===== src/rtl/tea_ptxt_packer_pkg.sv =====
// ---------------------------------------------------------------------------
// tea_pkg
// Shared constants and types for the TEA plaintext packer.
//   TEA_BLK_W          width of one plaintext block in bits
//   TEA_KEY_W          width of the TEA key in bits
//   TEA_BLK_BYTES      number of bytes in one block
//   TEA_PKCS7_FULL_PAD block issued after a message that ends on a block
//                      boundary when PKCS#7 padding is built in
//   tea_pack_state_t   packer FSM states
// ---------------------------------------------------------------------------
package tea_pkg;

  localparam int TEA_BLK_W     = 64;
  localparam int TEA_KEY_W     = 128;
  localparam int TEA_BLK_BYTES = 8;

  localparam logic [TEA_BLK_W-1:0] TEA_PKCS7_FULL_PAD = {TEA_BLK_BYTES{8'h08}};

  typedef enum logic [2:0] {
    FILL,
    PAD,
    WAIT,
    GAP,
    PADBLK
  } tea_pack_state_t;

endpackage


===== src/rtl/tea_ptxt_packer_if.sv =====
// ---------------------------------------------------------------------------
// tea_ptxt_packer_if
// Bundles the byte-stream input and the block/key output of the packer.
//   din, din_valid, din_last, din_ready   byte stream from the feeder
//   ptxt_blk, ptxt_valid, key, key_valid  block and key towards the TEA core
//   ctxt_ready                            TEA core finished the current block
//   blk_last                              block is the final one of a message
// Modports:
//   master  the packer itself (accepts bytes, drives blocks)
//   slave   the environment around it (feeder plus TEA core)
// ---------------------------------------------------------------------------
interface tea_ptxt_packer_if;
  import tea_pkg::*;

  logic [7:0]           din;
  logic                 din_valid;
  logic                 din_last;
  logic                 din_ready;
  logic [TEA_BLK_W-1:0] ptxt_blk;
  logic                 ptxt_valid;
  logic [TEA_KEY_W-1:0] key;
  logic                 key_valid;
  logic                 ctxt_ready;
  logic                 blk_last;

  modport master (
    input  din, din_valid, din_last, ctxt_ready,
    output din_ready, ptxt_blk, ptxt_valid, key, key_valid, blk_last
  );

  modport slave (
    output din, din_valid, din_last, ctxt_ready,
    input  din_ready, ptxt_blk, ptxt_valid, key, key_valid, blk_last
  );

endinterface


===== src/rtl/tea_ptxt_packer_pad_gen.sv =====
// ---------------------------------------------------------------------------
// tea_pad_gen
// Combinational padder: keeps the first byte_cnt lanes of blk_in (lane 0 is
// bits [63:56]) and overwrites every later lane with the pad value.
//   blk_in    partially filled block
//   byte_cnt  number of valid bytes already in blk_in (1..7)
//   blk_out   padded block
// Build option TEA_PKCS7_PAD_EN: pad value is the pad-byte count (PKCS#7)
// instead of PAD_BYTE.
// ---------------------------------------------------------------------------
module tea_pad_gen
  import tea_pkg::*;
#(
  parameter logic [7:0] PAD_BYTE = 8'h00
) (
  input  logic [TEA_BLK_W-1:0] blk_in,
  input  logic [2:0]           byte_cnt,
  output logic [TEA_BLK_W-1:0] blk_out
);

  logic [7:0] pad_val;

  // Pick the pad value, then overwrite every lane at or beyond byte_cnt.
  always_comb begin
`ifdef TEA_PKCS7_PAD_EN
    pad_val = 8'(4'd8 - {1'b0, byte_cnt});
`else
    pad_val = PAD_BYTE;
`endif
    blk_out = blk_in;
    for (int i = 0; i < TEA_BLK_BYTES; i++) begin
      if (i >= int'(byte_cnt)) begin
        blk_out[TEA_BLK_W-1-8*i -: 8] = pad_val;
      end
    end
  end

endmodule


===== src/rtl/tea_ptxt_packer.sv =====
// ---------------------------------------------------------------------------
// tea_ptxt_packer
// Packs a byte stream into 64-bit TEA plaintext blocks (first byte in bits
// [63:56]), pads the final partial block and holds each block and the key
// steady towards the TEA core until the core signals ctxt_ready.
// Ports:
//   clk, rst   single clock, synchronous active-high reset
//   key_in     key source, captured on key_load while idle
//   key_load   capture request, honoured only in FILL with no bytes buffered
//   bus        tea_ptxt_packer_if.master: byte stream in, block/key out
//   busy       high unless idle (FILL with no bytes buffered)
//   blk_cnt    blocks completed by the core, wraps at 2^CNT_W
// Build option TEA_PKCS7_PAD_EN: PKCS#7 padding, including an extra all-08
// block after a message that ends exactly on a block boundary.
// ---------------------------------------------------------------------------
module tea_ptxt_packer
  import tea_pkg::*;
#(
  parameter logic [7:0] PAD_BYTE = 8'h00,
  parameter int         CNT_W    = 16
) (
  input  logic                 clk,
  input  logic                 rst,
  input  logic [TEA_KEY_W-1:0] key_in,
  input  logic                 key_load,
  tea_ptxt_packer_if.master    bus,
  output logic                 busy,
  output logic [CNT_W-1:0]     blk_cnt
);

  tea_pack_state_t      state_q, state_d;
  logic [2:0]           byte_idx_q, byte_idx_d;
  logic [TEA_BLK_W-1:0] blk_q, blk_d;
  logic [TEA_KEY_W-1:0] key_q, key_d;
  logic                 blk_last_q, blk_last_d;
  logic [CNT_W-1:0]     blk_cnt_q, blk_cnt_d;
`ifdef TEA_PKCS7_PAD_EN
  logic                 pad_pend_q, pad_pend_d;
`endif

  logic                 idle;
  logic                 din_fire;
  logic [TEA_BLK_W-1:0] padded_blk;

  // In PAD, byte_idx_q holds the number of bytes received for this block.
  tea_pad_gen #(
    .PAD_BYTE (PAD_BYTE)
  ) u_pad_gen (
    .blk_in   (blk_q),
    .byte_cnt (byte_idx_q),
    .blk_out  (padded_blk)
  );

  // Handshake and status decode straight from the registered state.
  always_comb begin
    idle          = (state_q == FILL) && (byte_idx_q == 3'd0);
    bus.din_ready = (state_q == FILL);
    din_fire      = bus.din_valid && bus.din_ready;
    busy          = !idle;
  end

  // Block outputs come directly from flops, so they cannot glitch while
  // the core is working on them.
  always_comb begin
    bus.ptxt_blk   = blk_q;
    bus.ptxt_valid = (state_q == WAIT);
    bus.key_valid  = (state_q == WAIT);
    bus.key        = key_q;
    bus.blk_last   = blk_last_q;
    blk_cnt        = blk_cnt_q;
  end

  // Next-state logic. A message that ends on a block boundary under PKCS#7
  // defers its blk_last to the extra PADBLK block via pad_pend.
  always_comb begin
    state_d    = state_q;
    byte_idx_d = byte_idx_q;
    blk_d      = blk_q;
    key_d      = key_q;
    blk_last_d = blk_last_q;
    blk_cnt_d  = blk_cnt_q;
`ifdef TEA_PKCS7_PAD_EN
    pad_pend_d = pad_pend_q;
`endif
    case (state_q)
      FILL: begin
        if (key_load && idle) begin
          key_d = key_in;
        end
        if (din_fire) begin
          for (int i = 0; i < TEA_BLK_BYTES; i++) begin
            if (3'(i) == byte_idx_q) begin
              blk_d[TEA_BLK_W-1-8*i -: 8] = bus.din;
            end
          end
          if (byte_idx_q == 3'd7) begin
            byte_idx_d = 3'd0;
            state_d    = WAIT;
`ifdef TEA_PKCS7_PAD_EN
            blk_last_d = 1'b0;
            pad_pend_d = bus.din_last;
`else
            blk_last_d = bus.din_last;
`endif
          end else begin
            byte_idx_d = byte_idx_q + 3'd1;
            if (bus.din_last) begin
              blk_last_d = 1'b1;
              state_d    = PAD;
            end
          end
        end
      end
      PAD: begin
        blk_d      = padded_blk;
        byte_idx_d = 3'd0;
        state_d    = WAIT;
      end
      WAIT: begin
        if (bus.ctxt_ready) begin
          blk_cnt_d = blk_cnt_q + CNT_W'(1);
          state_d   = GAP;
        end
      end
      GAP: begin
        blk_last_d = 1'b0;
`ifdef TEA_PKCS7_PAD_EN
        state_d    = pad_pend_q ? PADBLK : FILL;
`else
        state_d    = FILL;
`endif
      end
`ifdef TEA_PKCS7_PAD_EN
      PADBLK: begin
        blk_d      = TEA_PKCS7_FULL_PAD;
        blk_last_d = 1'b1;
        pad_pend_d = 1'b0;
        state_d    = WAIT;
      end
`endif
      default: begin
        state_d = FILL;
      end
    endcase
  end

  // State register; reset discards any partially packed block.
  always_ff @(posedge clk) begin
    if (rst) begin
      state_q    <= FILL;
      byte_idx_q <= 3'd0;
      blk_q      <= '0;
      key_q      <= '0;
      blk_last_q <= 1'b0;
      blk_cnt_q  <= '0;
`ifdef TEA_PKCS7_PAD_EN
      pad_pend_q <= 1'b0;
`endif
    end else begin
      state_q    <= state_d;
      byte_idx_q <= byte_idx_d;
      blk_q      <= blk_d;
      key_q      <= key_d;
      blk_last_q <= blk_last_d;
      blk_cnt_q  <= blk_cnt_d;
`ifdef TEA_PKCS7_PAD_EN
      pad_pend_q <= pad_pend_d;
`endif
    end
  end

endmodule


===== src/flat_wrapper.sv =====
// flat-port wrapper written by rule: the top's interface ports become plain ports
module tea_ptxt_packer_flat import tea_pkg::*;
#(
  parameter logic [7:0] PAD_BYTE = 8'h00,
  parameter int         CNT_W    = 16
)
  (clk, rst, key_in, key_load, busy, blk_cnt, bus_din, bus_din_valid, bus_din_last, bus_ctxt_ready, bus_din_ready, bus_ptxt_blk, bus_ptxt_valid, bus_key, bus_key_valid, bus_blk_last);
  tea_ptxt_packer_if bus_i ();
  input  logic clk;
  input  logic rst;
  input  logic [TEA_KEY_W-1:0] key_in;
  input  logic key_load;
  output logic busy;
  output logic [CNT_W-1:0] blk_cnt;
  input wire logic [$bits(bus_i.din)-1:0] bus_din;
  input wire logic [$bits(bus_i.din_valid)-1:0] bus_din_valid;
  input wire logic [$bits(bus_i.din_last)-1:0] bus_din_last;
  input wire logic [$bits(bus_i.ctxt_ready)-1:0] bus_ctxt_ready;
  output wire logic [$bits(bus_i.din_ready)-1:0] bus_din_ready;
  output wire logic [$bits(bus_i.ptxt_blk)-1:0] bus_ptxt_blk;
  output wire logic [$bits(bus_i.ptxt_valid)-1:0] bus_ptxt_valid;
  output wire logic [$bits(bus_i.key)-1:0] bus_key;
  output wire logic [$bits(bus_i.key_valid)-1:0] bus_key_valid;
  output wire logic [$bits(bus_i.blk_last)-1:0] bus_blk_last;
  assign bus_i.din = bus_din;
  assign bus_i.din_valid = bus_din_valid;
  assign bus_i.din_last = bus_din_last;
  assign bus_i.ctxt_ready = bus_ctxt_ready;
  assign bus_din_ready = bus_i.din_ready;
  assign bus_ptxt_blk = bus_i.ptxt_blk;
  assign bus_ptxt_valid = bus_i.ptxt_valid;
  assign bus_key = bus_i.key;
  assign bus_key_valid = bus_i.key_valid;
  assign bus_blk_last = bus_i.blk_last;
  tea_ptxt_packer #(.PAD_BYTE(PAD_BYTE), .CNT_W(CNT_W)) u_core (.clk(clk), .rst(rst), .key_in(key_in), .key_load(key_load), .bus(bus_i), .busy(busy), .blk_cnt(blk_cnt));
endmodule

===== config.mk =====
export PLATFORM = sky130hd
export DESIGN_NAME = tea_ptxt_packer_flat
export DESIGN_NICKNAME = d
export VERILOG_FILES = /design/src/rtl/tea_ptxt_packer_pkg.sv /design/src/rtl/tea_ptxt_packer_if.sv /design/src/rtl/tea_ptxt_packer_pad_gen.sv /design/src/rtl/tea_ptxt_packer.sv /design/src/flat_wrapper.sv
export SDC_FILE = /design/constraint.sdc
export NUM_CORES = 1
export LEC_CHECK = 0
export ABC_CLOCK_PERIOD_IN_PS = 2900
export CAP_MARGIN = 20
export CORE_MARGIN = 3
export CORE_UTILIZATION = 42
export DETAILED_ROUTE_END_ITERATION = 10
export MAX_ROUTING_LAYER = met4
export PLACE_DENSITY_LB_ADDON = 0.08
export SLEW_MARGIN = 20
export SYNTH_ARGS = -nofsm -noshare
export SYNTH_HDL_FRONTEND = slang
export SYNTH_SLANG_ARGS = --single-unit

===== constraint.sdc =====
create_clock -name clk -period 2.9 [get_ports clk]
set_input_delay 0.58 -clock clk [delete_from_list [all_inputs] [get_ports clk]]
set_output_delay 0.58 -clock clk [all_outputs]
set_load 0.005 [all_outputs]

Placed cells, one color a class:
Fill, decap, tap and diode cells in gray.
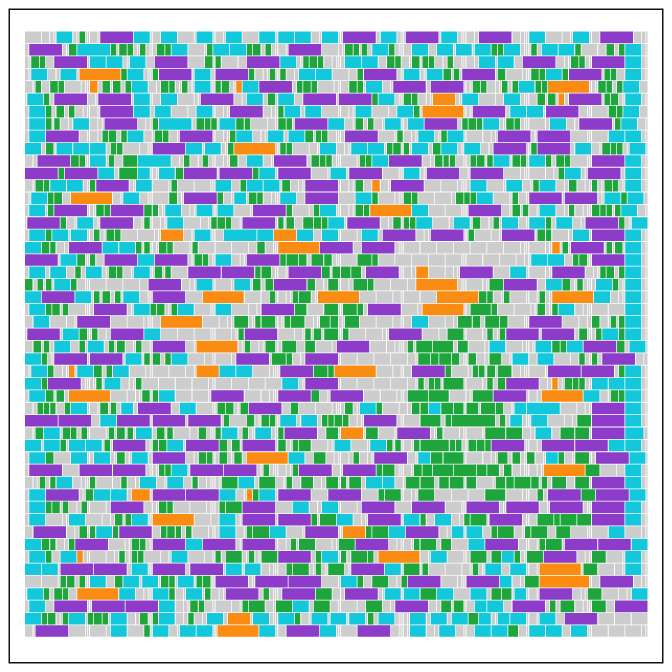
color	class	cells	share of their area
cyan	other buffers and delay cells	375	31%
purple	flip-flops	214	35%
green	all other logic	650	27%
orange	clock drivers and dummy loads	44	6.6%
FP Rows: 49
fin area: 0.0125 mm2
Core Footprint: 0.0183 mm2

Routed metal per tile:
The bar under the picture is 50 um long. 29 x 29 tiles, from dark blue (low) to red (high), scaled to the fullest tile. Values are wire area over tile area, all layers added.
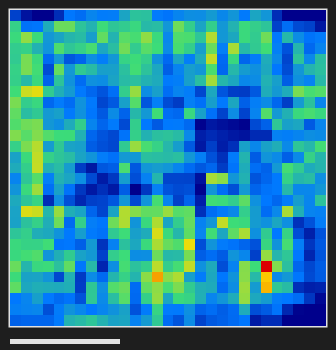
nearly empty tiles	2.3%
fullest tile	0.58
mean over tiles	0.20
densest ninth of the die	south
tiles over half the peak	15%
GRT Resource Usage Total: 0.231
routed len/inst: 16.2 um
via count: 7,488
detailed-route wire length: 24.5 mm

Signal wires on met3:
The bar under the picture is 50 um long.
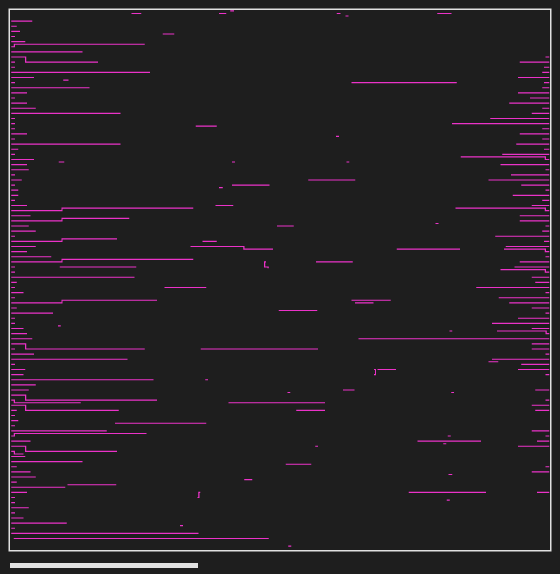
nets with wire on the layer	200
main direction	horizontal
share of all routed wire	8.1%
longest straight run	67.4 um
met3 Use GR: 0.0709

M1 wires:
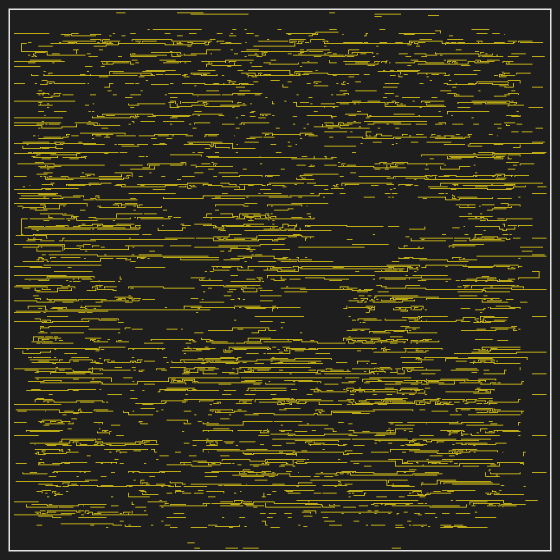
wire length on this layer	10,000 um
share of all routed wire	41%
nets with wire on the layer	1,259
longest straight run	40.5 um
main direction	horizontal
met1 usage: 0.275

==> summary.txt <==
run metrics: fillers 1,556, FF+latch count, synth approximately 210, post-route ant nets 0, post-layout util 0.684, clock slew at reported path FFs approximately 60 ps, R2R Path Start u_core.state_q[1]$_SDFFE_PP0P_, post-DP HPWL approximately 17 mm, port buffer count between 300 and 400, xor/xnor share 0.0122, total gr overflow 0, Syn Area/Cell 8.49 um2, chip area 0.0206 mm2, Peak Freq around 0.37 GHz, vias in the first global route approximately 7,000, GR Util met2 0.381, Final Skew roughly 14 ps, io pins approximately 360, Met1 Wirelength approximately 10 mm, Initial DRC Count between 300 and 400, final setup fails 0, Commonest Layout Cell clkdlybuf4s50_1, Layout area overhead 57.6%, Worst setup EP type output pin, dominant logic cell types in the final layout clkdlybuf4s50_1 (353), nand2_1 (276), dfxtp_1 (214), a21oi_1 (148), nor2_1 (59), PostCTS Resize Cnt 0, status finished clean, DP Area approximately 0.012 mm2, CTS sink cnt roughly 210, Hold WS 450 ps, Critical Path Stages 4, power per cell area between 800 and 900 mW/mm2, Commonest cells post-synth nand2_1 (276), dfxtp_1 (214), a21oi_1 (148), Comb area around 0.0033 mm2, synthesized area between 0.007 and 0.008 mm2, Die Ht between 100 and 150 um, Yosys top cell by area dfxtp_1, Fin. Hold Viols 0, RSZ-0062 raised after global routing no, Worst path max stage delay a little over 600 ps, postcts setup bufs 0, Antenna Diode Count 0, deepest clock path buffer count 3, Mux area share 0.0429, Slew HR 0.463, metal3 WL 1.97 mm, fin. max-slew vios 0, switching part of the total 0.322, layout cells sized above 1 0.0546, Setup Crit Path Kind flop to output pin, main flop type dfxtp_1, leakage between 4 and 5 nW, net switching power around 3.5 mW, Synth Warn # 0, R2R Setup Slk 540 ps, HP Class flop to flop, OpenROAD warnings 34, critical path arrival around 2200 ps, CTS buffer count 24, instance tally after logic synthesis between 900 and 1,000, Worst-Skew Late Latency around 500 ps, Post-layout nets roughly 1,400, count of library flops with an enable pin 0, slowest CP cell clkdlybuf4s50_1, r2r worst-path depth 6, setup tns final 0 ps, final period utilization 0.943, H-tree Lvls 1, hold buffers post-CTS 0, TritonCTS clock tree yes, CP Buf/Inv Count 2, yosys simple share 0.207, min Tclk post-route between 2000 and 3000 ps, Internal Power 7.37 mW, CTS root buf clkbuf_16, global-route wire length before repair 37.1 mm, Worst Path Required ~2300 ps, count leader, synth nand2_1, Most Crowded Layer GR met2, Main logic family simple AND/OR/NAND/NOR gates, Combinational Power Share 0.370, initial antenna violation count 0, CP delay by family, top buffers and inverters, # DRC 0, Synth area leaders dfxtp_1 (54%), nand2_1 (13%), a21oi_1 (9.3%), mux2i_1 (4.3%), nor2_1 (2.8%), number of cells in Yosys stat slightly above 900, crit path cell chain inv_1 > ha_1 > nand3b_1 > clkdlybuf4s50_1, Initial Utilization 0.434, Critical Path End busy, Synth Seq Share 0.540, crit-path max FO 8, Max Used Layer met4, net count entering floorplan roughly 1,100, max_cap viols 0, worst hold endpoint u_core.bus.key[15]$_SDFFE_PP0P_, Worst VDD drop between 0.7 and 0.8 mV, Adders+Majority by Area 0.0158, clock power share 0.279, YS chip area 0.00793 mm2, drt pass-1 iters 5, HP Start u_core.bus.key[15]$_SDFFE_PP0P_, chip width 143 um, Setup crit start u_core.byte_idx_q[0]$_SDFFE_PP0P_, distinct lib cells about 47
area by class of cell:
class / count / area share
Inverter: 11 / 0.00331
Sequential cell: 214 / 0.343
Timing Repair Buffer: 375 / 0.301
Multi-Input combinational cell: 639 / 0.265
Clock inverter: 6 / 0.00511
Tap cell: 229 / 0.0229
Clock buffer: 38 / 0.0596
per-stage QoR:
step / cells / setup slack, ps
floorplan: 934 / 810
global placement: 1468 / 550
detailed placement: 1468 / 529
CTS: 1512 / 151
global route: 1512 / 8.69
finish: 1512 / 164
power groups by stage:
stage	sequential [mW]	clock (mW)	combinational, mW
6_report	3.81	3.03	4.02
5_1_grt	3.88	3.22	4.42
4_1_cts	3.82	3.11	4.07
3_5_place_dp	3.88	0	4.05
3_3_place_gp	3.85	0	4.03
2_1_floorplan	3.91	0	1.98
Power figures rest on the tool's default switching activity, not on a simulated workload.
